$ cat src/rtl/regfile_dump.sv
// Sequential register-file read-out engine: walks a wrap-around index range and
// emits valid/ready beats. Optional trailing checksum beat: REGFILE_DUMP_CHECKSUM_EN.
module regfile_dump (
  input  logic        clk,
  input  logic        rst_n,
  input  logic        start,
  input  logic [4:0]  first_reg,
  input  logic [4:0]  last_reg,
  input  logic        abort,
  output logic [4:0]  rf_addr,
  input  logic [31:0] rf_data,
  output logic        out_valid,
  input  logic        out_ready,
  output logic [4:0]  out_addr,
  output logic [31:0] out_data,
  output logic        out_last,
  output logic        out_is_sum,
  output logic        busy,
  output logic        done
);

  typedef enum logic [2:0] {IDLE, READ, SEND, SUM, DONE} state_t;

  state_t      state, state_nxt;
  logic [4:0]  ptr_p0;
  logic [4:0]  last_p0;
  logic [4:0]  addr_p1;
  logic [31:0] data_p1;
  logic        last_p1;
  logic        hs;
  logic        at_last;

  assign at_last = (ptr_p0 == last_p0);

  always_comb begin
    state_nxt = state;
    hs        = 1'b0;
    case (state)
      IDLE: if (start) state_nxt = READ;
      READ: state_nxt = SEND;
      SEND: begin
        hs = out_ready;
        if (out_ready) begin
`ifdef REGFILE_DUMP_CHECKSUM_EN
          state_nxt = at_last ? SUM : READ;
`else
          state_nxt = at_last ? DONE : READ;
`endif
        end
      end
      SUM:  if (out_ready) state_nxt = DONE;
      DONE: state_nxt = IDLE;
      default: state_nxt = IDLE;
    endcase
    // abort wins over any handshake presented in the same cycle
    if (abort && (state != IDLE)) begin
      state_nxt = IDLE;
      hs        = 1'b0;
    end
  end

  // stage p0: range pointer and control state
  always_ff @(posedge clk or negedge rst_n) begin
    if (!rst_n) begin
      state   <= IDLE;
      ptr_p0  <= 5'd0;
      last_p0 <= 5'd0;
    end else begin
      state <= state_nxt;
      if ((state == IDLE) && start) begin
        ptr_p0  <= first_reg;
        last_p0 <= last_reg;
      end else if (hs && !at_last) begin
        ptr_p0 <= ptr_p0 + 5'd1;
      end
    end
  end

  // stage p1: captured beat, held stable while SEND waits for ready
  always_ff @(posedge clk or negedge rst_n) begin
    if (!rst_n) begin
      addr_p1 <= 5'd0;
      data_p1 <= 32'd0;
      last_p1 <= 1'b0;
    end else if (state == READ) begin
      addr_p1 <= ptr_p0;
      data_p1 <= rf_data;
`ifdef REGFILE_DUMP_CHECKSUM_EN
      last_p1 <= 1'b0;
`else
      last_p1 <= at_last;
`endif
    end
  end

  assign rf_addr   = ptr_p0;
  assign busy      = (state != IDLE);
  assign done      = (state == DONE);
  assign out_valid = (state == SEND) || (state == SUM);

`ifdef REGFILE_DUMP_CHECKSUM_EN
  logic [31:0] csum_p1;

  function automatic logic [31:0] wrap_add(input logic [31:0] a, input logic [31:0] b);
    return a + b;
  endfunction

  always_ff @(posedge clk or negedge rst_n) begin
    if (!rst_n) begin
      csum_p1 <= 32'd0;
    end else if ((state == IDLE) && start) begin
      csum_p1 <= 32'd0;
    end else if (hs) begin
      csum_p1 <= wrap_add(csum_p1, data_p1);
    end
  end

  assign out_is_sum = (state == SUM);
  assign out_data   = (state == SUM) ? csum_p1 : data_p1;
  assign out_addr   = (state == SUM) ? 5'd0 : addr_p1;
  assign out_last   = (state == SUM) || ((state == SEND) && last_p1);
`else
  assign out_is_sum = 1'b0;
  assign out_data   = data_p1;
  assign out_addr   = addr_p1;
  assign out_last   = (state == SEND) && last_p1;
`endif

endmodule

$ cat config.mk
export PLATFORM = sky130hd
export DESIGN_NAME = regfile_dump
export DESIGN_NICKNAME = d
export VERILOG_FILES = /design/src/rtl/regfile_dump.sv
export SDC_FILE = /design/constraint.sdc
export NUM_CORES = 1
export LEC_CHECK = 0
export ABC_CLOCK_PERIOD_IN_PS = 1850
export CORE_UTILIZATION = 42
export DETAILED_ROUTE_END_ITERATION = 8
export PLACE_DENSITY = 0.79
export SLEW_MARGIN = 20
export SYNTH_ARGS = -nofsm -noshare
export SYNTH_HDL_FRONTEND = slang
export SYNTH_SLANG_ARGS = --single-unit
$ cat constraint.sdc
create_clock -name clk -period 1.85 [get_ports clk]
set_input_delay 0.37 -clock clk [delete_from_list [all_inputs] [get_ports clk]]
set_output_delay 0.37 -clock clk [all_outputs]
set_load 0.1 [all_outputs]
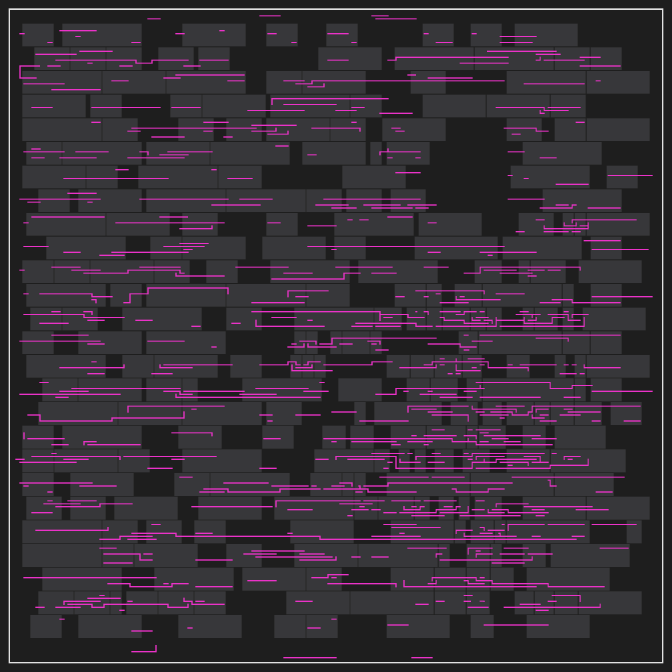
**Above:** metal 1.
main direction	horizontal
share of all routed wire	39%
longest straight run	29.4 um
M1 GR Usage: 22.8%
Vias: 1730

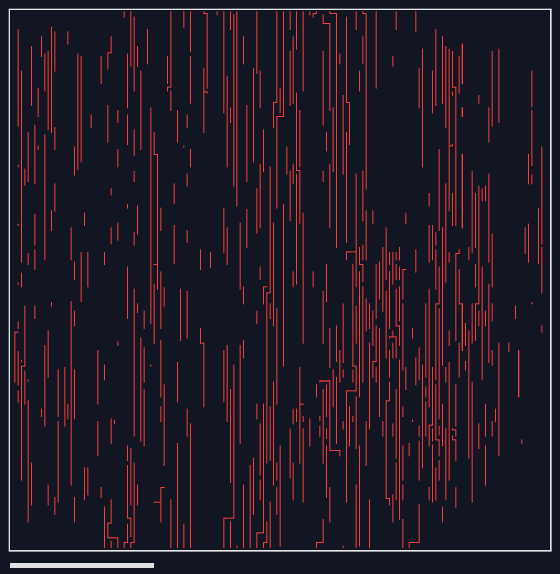
**Above:** M2 wires.
Scale bar: 20 um.
share of all routed wire	54%
longest straight run	32.5 um
WL final: 5340 um
met2 usage: 34.1%

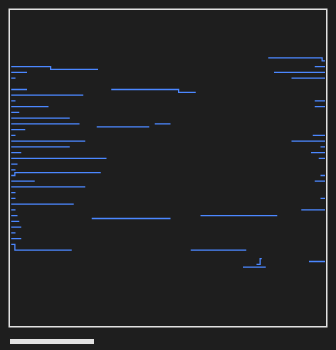
**Above:** signal wires on met3.
Scale bar: 20 um.
main direction	horizontal
nets with wire on the layer	52
share of all routed wire	7.3%
met3 Usage GRT: 7.63%

==> qor.csv <==
stage;metric;value;unit
global_route;grt_pass1_wl;8140;um
final_timing;finalSetupViolations;0;
synth;synth_stat.cells;169;
synth;ys_sh_adder;0.560;%
status;outcome;completed;
synth;yosys-stat-area;0.00224;mm^2
final_timing;fin_ws;0.0786;ns
die;io_pins;94;
final_timing;final-max-slew-violation-count;0;
worst_setup_path;cp_data_required_time;1.48;ns
clock_tree;cts-htree-levels;2;
clock_tree;cts_max_path_buffers;2;
global_route;grt_pass1_vias;1745;
synth;async_reset_ff_share;100;%
worst_setup_path;path_cells;nor2b_4 > nor3b_4 > buf_12;
synth;fp_nets;217;
synth;synth.distinct_cells;36;
final_timing;fin_tns_setup;0;ns
routing;post-route-drc-count;0;
final_timing;finalCritPeriodShare;95.8;%
layout;logic_area;906;um^2
synth;yosys_most_used_dff;dfrtp_1;
job;log.warning_count;27;
die;die_w;75.0;um
placed_design;dp_slack;-0.121;ns
placed_design;dp_hpwl;3930;um
layout;antenna_cells;0;
synth;xor_share;1.96;%
synth;numSynthFlops;51;
clock_tree;root_buffer;clkbuf_8;
routing;vias_per_cell;5.01;
final_timing;hold_viol_final;0;
layout;final_cells;345;
worst_setup_path;critPathMaxFanout;6;
clock_tree;tritoncts;yes;
worst_setup_path;cp.arrival;1.40;ns
layout;area_delta_synth_final;74.4;%
layout;utilization;76.4;%
die;die-area;0.00562;mm^2
placed_design;place_area;0.00377;mm^2
final_timing;worst_pin_slew;0.488;ns
final_timing;max_slew_margin;66.6;%
layout;stdcell_area;0.00390;mm^2
global_route;grt_antenna_before_repair;0;
layout;nNetsFinal;322;
clock_tree;path_clk_slew;0.09;ns
final_timing;timing.hold.ws;0.0517;ns
placed_design;port_buffers;92;
final_timing;fin_skew;0.00745;ns
worst_setup_path;critPathMaxStageDelay;0.48;ns
placed_design;gp_congestion;0.776;
final_timing;fin_crit;1.77;ns
layout;register_area;0.00129;mm^2
synth;ys_seq_share;57.1;%
routing;final_antenna_net_count;0;
synth;postSynthCellCount;169;
synth;synthAoiAreaFrac;6.99;%
layout;num-fill-cells;318;
worst_setup_path;path_class;reg2out;
synth;synth-edff-count;0;
placed_design;dp.cells;332;
worst_setup_path;crit_slowest_cell;dfrtp_2;
die;num_rows;26;
die;die_h;75.0;um
die;core;0.00511;mm^2
die;initCoreUtil;43.8;%
synth;yosysWarnings;0;
worst_setup_path;cp-end-kind;primary output;
synth;logic_family;multiplexers;
global_route;grt_max_degree;52;
synth;syn_area;0.00224;mm^2
synth;syn_area_per_cell;13.2;um^2
hold_path;hp-class;in2async;
routing;drt_iter0_drc;65;
final_timing;fmax;565;MHz
final_timing;rsz0062_at_grt;false;
layout;drive_above_1_share;44.4;%
synth;simple_gate_share;10.6;%
worst_setup_path;critPathLaunchType;flop;
synth;mux_share;19.1;%
job;max_cap_violations;0;
routing;firstDrtPassIters;4;
clock_tree;clk_latency;0.30;ns
global_route;grt_overflow_total;0;
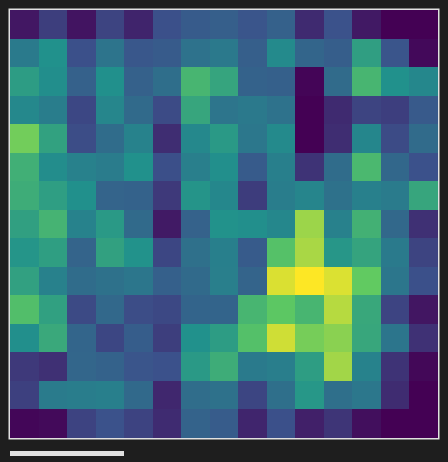
**Above:** wiring heat map.
Scale bar: 20 um. 15 x 15 tiles, from dark purple (low) to yellow (high), scaled to the fullest tile. Values are wire area over tile area, all layers added.
fullest tile	0.40
nearly empty tiles	4.0%
emptiest ninth of the die	north-east
mean over tiles	0.15
tiles over half the peak	24%
All-Layer GR Usage: 19.6%
average wire per standard cell: 15.5 um

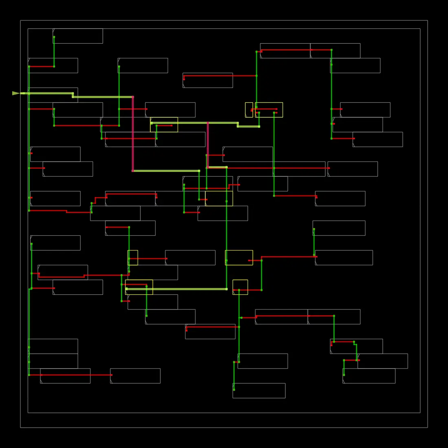
**Above:** clock wiring as the flow saved it.
Inserted Clock Buffers: 5
# clock sinks: 51

## flip-flops by register name, indices dropped and copies added (netlist names)
name / flops
out_data: 32
last_p0: 5
out_addr: 5
rf_addr: 5
state: 3
last_p1: 1
## layer usage
layer	up-vias	routed length, um	track usage [%]
li1	804	-	-
met1	862	2060	22.8
met2	60	2870	34.1
met3	4	389	7.63
met4	0	21	4.82
met5	-	0	0
## area by class of cell
class / count / area share [%]
repair buffers: 108 / 39.0
flip-flops and latches: 51 / 33.0
multi-input cells: 105 / 23.2
well taps: 70 / 2.25
clock buffers: 6 / 1.86
clock inverters: 2 / 0.321
inverters: 3 / 0.289
## cells in the mapped netlist (3+ instances only)
| master | n | share of area [%] |
|---|---|---|
| dfrtp_1 | 51 | 57 |
| nand3_1 | 4 | 0.90 |
| nand2_1 | 20 | 3.4 |
| buf_2 | 6 | 1.3 |
| mux2_2 | 37 | 19 |
| a2bb2oi_1 | 3 | 1.2 |
| o21ai_1 | 3 | 0.67 |
| xor2_1 | 5 | 2.0 |
| inv_1 | 3 | 0.50 |
| nor2_1 | 4 | 0.67 |
| a311oi_1 | 3 | 1.2 |
## critical path: cells and delay by family, from the launching register on
kind / cells / cell delay [ns]
simple gates: 2 / 0.42
buf+inv: 1 / 0.20
flops: 1 / 0.48
## what timing repair did
action,in CTS,in global routing
setup buffers,1,4
hold buffers,0,0
gates resized,3,0
endpoints found under the setup margin,2,2
## cell usage in the layout (no fill, tap or decap), drive strengths merged
master,count
nand3,4
nor2b,1
nor2,4
or3,1
a311oi,3
o211ai,1
a211o,1
a21oi,1
nand2,20
clkinv,1
a31oi,3
a2bb2oi,3
o21ai,4
xor2,5
nor3,1
a2111o,1
nand3b,1
clkdlybuf4s50,45
buf,63
nor4b,1
inv,3
conb,1
nand2b,1
nor3b,3
and2,1
and3,2
or4b,1
dfrtp,51
a31o,1
clkinvlp,1
clkbuf,6
ha,1
a2111oi,1
mux2,38
## final timing paths
| kind | start | end | slack [ns] | depth (start not counted) |
|---|---|---|---|---|
| min in group clk | last_p0[1]$_DFFE_PN0P_ | last_p0[1]$_DFFE_PN0P_ | 0.50 | 2 |
| hold reg to reg | last_p0[1]$_DFFE_PN0P_ | last_p0[1]$_DFFE_PN0P_ | 0.50 | 2 |
| hold / removal | rst_n | last_p0[3]$_DFFE_PN0P_ | 0.05 | 2 |
| setup reg to reg | state[1]$_DFFE_PN0P_ | rf_addr[1]$_DFFE_PN0P_ | 0.13 | 5 |
| setup / recovery | state[2]$_DFFE_PN0P_ | out_last | 0.08 | 3 |
| max in group asynchronous | rst_n | rf_addr[3]$_DFFE_PN0P_ | 1.55 | 2 |
